==> images/m3.png <==
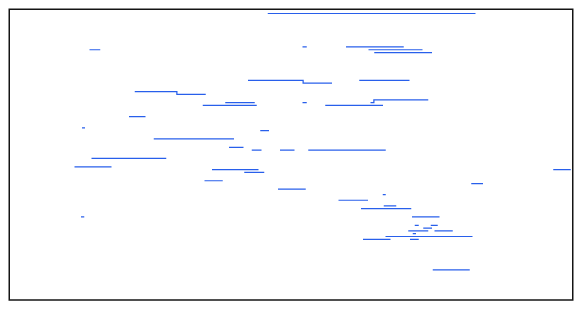
==> images/m4.png <==
Supply wires on this layer in grey.
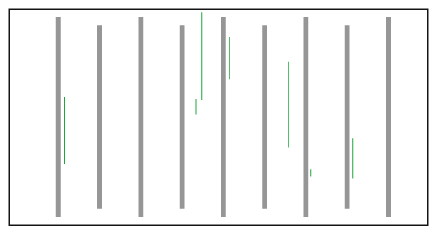
==> images/m2.png <==
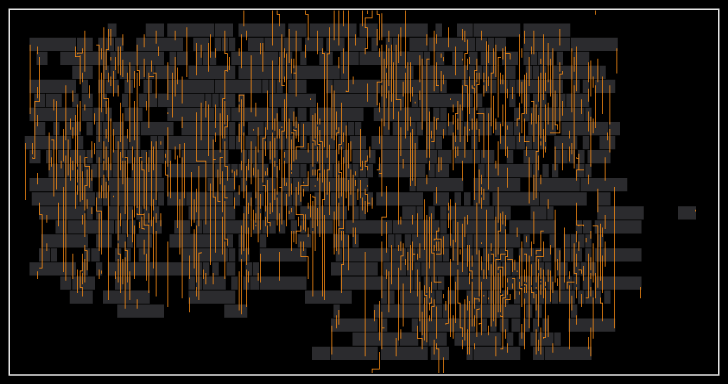
==> config.mk <==
export PLATFORM = sky130hd
export DESIGN_NAME = button_conditioner
export DESIGN_NICKNAME = d
export VERILOG_FILES = /design/src/rtl/btn_pkg.sv /design/src/rtl/btn_channel.sv /design/src/rtl/button_conditioner.sv
export SDC_FILE = /design/constraint.sdc
export NUM_CORES = 1
export LEC_CHECK = 0
export ABC_AREA = 1
export CAP_MARGIN = 20
export CORE_ASPECT_RATIO = 0.5
export CORE_MARGIN = 2
export CORE_UTILIZATION = 55
export CTS_CLUSTER_SIZE = 25
export DETAILED_ROUTE_END_ITERATION = 8
export PLACE_DENSITY = 0.84
export REMOVE_ABC_BUFFERS = 1
export SLEW_MARGIN = 20
export SYNTH_ARGS = -nofsm -noshare
export SYNTH_HDL_FRONTEND = slang
export SYNTH_SLANG_ARGS = --single-unit
==> constraint.sdc <==
create_clock -name clk -period 3.3 [get_ports clk]
set_clock_uncertainty 0.15 [all_clocks]
set_input_delay 0.66 -clock clk [delete_from_list [all_inputs] [get_ports clk]]
set_output_delay 0.66 -clock clk [all_outputs]
set_load 0.005 [all_outputs]
==> flow_metrics.env <==
# source this file to load flow results
export IMPL_power_uw=2335
export IMPL_setup_tns_ps=0
export IMPL_edf_count=0
export IMPL_chipHeight_um=70.56
export IMPL_grt_pass1_wl_um=16380
export IMPL_synth_top_area_share=0.4725
export IMPL_crit_type="reg -> out"
export IMPL_ctsResizeCount=0
export IMPL_rsz0062_at_grt="false"
export IMPL_yosysWarningCount=0
export IMPL_portBuffers=17
export IMPL_num_antenna_cells=0
export IMPL_worstPathArrival_ps=1260
export IMPL_r2r_slack_ps=1630
export IMPL_switching_share=0.2064
export IMPL_h_tree_depth=3
export IMPL_crit_fanout=5
export IMPL_clk_share=0.05876
export IMPL_ys_async_sr_fraction=1.000
export IMPL_timing_critical_path_cells="clkdlybuf4s50_1"
export IMPL_seq_power_uw=1160
export IMPL_viasPerCell=5.026
export IMPL_p_seq_frac=0.496
export IMPL_status="finished, final reports clean"
export IMPL_cts_sinks=92
export IMPL_die_area_mm2=0.009673
export IMPL_tool_warnings=29
export IMPL_most_common_cell="nor2_1"
export IMPL_synthCells=600
export IMPL_syn_area_mm2=0.004872
export IMPL_clk_pin_slew_ps=60
export IMPL_clockPowerShare=0.465
export IMPL_synthMuxAreaShare=0
export IMPL_setup_viol=0
export IMPL_ff_count=92
export IMPL_antenna_found_initial=0
export IMPL_initial_utilization=0.5634
export IMPL_avgSynthCellArea_um2=8.120
export IMPL_worst_path_largest_cell_delay_ps=520
export IMPL_hold_viol_final=0
export IMPL_nClkBuffers=11
export IMPL_required_ps=2490
export IMPL_tap_cells=117
export IMPL_rr_worst_depth=7
export IMPL_post_drt_wl_per_cell_um=12.27
export IMPL_combPwrFrac=0.039
export IMPL_maxSlewHeadroom=0.6825
export IMPL_grt_max_degree=40
export IMPL_sh_seq_area=0.4256
export IMPL_cp_slowest_cell="clkdlybuf4s50_1"
export IMPL_yosysCellCount=600
export IMPL_p_leak_uw=0.002327
export IMPL_clockBufferDepth=2
export IMPL_logic_family="simple AND/OR/NAND/NOR gates"
export IMPL_area_growth_pct=11.02
export IMPL_top_power_group="sequential cells"
export IMPL_initialDrtViolationCount=252
export IMPL_rows=24
export IMPL_peakVddDrop_uv=255.2
export IMPL_fin_nets=631
export IMPL_cts_root_buf="clkbuf_16"
export IMPL_worstSetupPathDepth=1
export IMPL_synthTopCellsByArea="dfrtp_1 47%, nor2_1 11%, nand2_1 8.4%, xor2_1 5.9%, inv_1 4.9%"
export IMPL_core_region_area_mm2=0.008648
export IMPL_worst_pin_slew_ps=475.7
export IMPL_maxCapViolations=0
export IMPL_cpLargestDelayFamily="buffers and inverters"
export IMPL_crit_path_end_kind="output port"
export IMPL_ant_nets=0
export IMPL_final_max_slew_viol_count=0
export IMPL_die_w_um=137.1
export IMPL_fin_ws_ps=1228
export IMPL_ys_flop_type="dfrtp_1"
export IMPL_synthTopCellsByCount="146 x nor2_1, 109 x nand2_1, 92 x dfrtp_1"
export IMPL_signal_buffers=20
export IMPL_logic_area_mm2=0.002193
export IMPL_pg_comb_uw=91.0
export IMPL_cts_tree="done"
export IMPL_stdcell_count=739
export IMPL_io_pins=18
export IMPL_postCtsHoldBufs=0
export IMPL_ys_sh_xor=0.08449
export IMPL_drtPass1Iterations=4
export IMPL_largest_reg_flops=72
export IMPL_postSynthSeqShare=0.4725
export IMPL_flop_area_mm2=0.002302
export IMPL_hold_ws_ps=192.2
export IMPL_p_sw_uw=481.9
export IMPL_place_congestion=0.9356
export IMPL_nNonClkInverters=68
export IMPL_cts_made_buffers=9
export IMPL_dominant_cells="sequential cells"
export IMPL_final_cell_area_mm2=0.005409
export IMPL_clockNetworkPower_uw=1080
export IMPL_p_int_uw=1853
-- m3.png (at the start) --
nets with wire on the layer = 32
wire length on this layer = 384 µm
main direction = horizontal
longest straight run = 50.4 µm
share of all routed wire = 4.2%
GRT met3 Usage: 0.06738
drt total wl: 9065 µm
vias after detailed routing: 3714

-- m4.png (at the start) --
nets with wire on the layer = 6
wire length on this layer = 112 µm
longest straight run = 28.6 µm
share of all routed wire = 1.2%
main direction = vertical

-- m2.png (at the start) --
wire length on this layer = 4340 µm
share of all routed wire = 48%
nets with wire on the layer = 510
M2 GR Usage: 0.3427

[per-layer routing]
layer	wire (µm)	global-route usage	share of wire
met3	384	0.06738	0.042
met5	0	0	0
met1	4226	0.2815	0.47
met4	111	0.06415	0.012
met2	4343	0.3427	0.48
[cell usage in the layout (no fill, tap or decap), types with 8 or more instances in the layout]
cell type        count
nor2_1             146
ha_1                 8
xnor2_1             14
clkdlybuf4s50_1     17
dfrtp_1             92
xor2_1              33
nand2_1            109
nand3_1             35
nor2_2              24
nor3_1               8
nand2_2             12
inv_1               63
clkbuf_16            9
[worst register-to-register path, delay by kind of cell (launching register included)]
family / cells / cell delay, ps
flip-flops: 1 / 410
adder cells (fa/ha/maj): 1 / 150
AND/OR/NAND/NOR: 5 / 780
buffers and inverters: 1 / 90
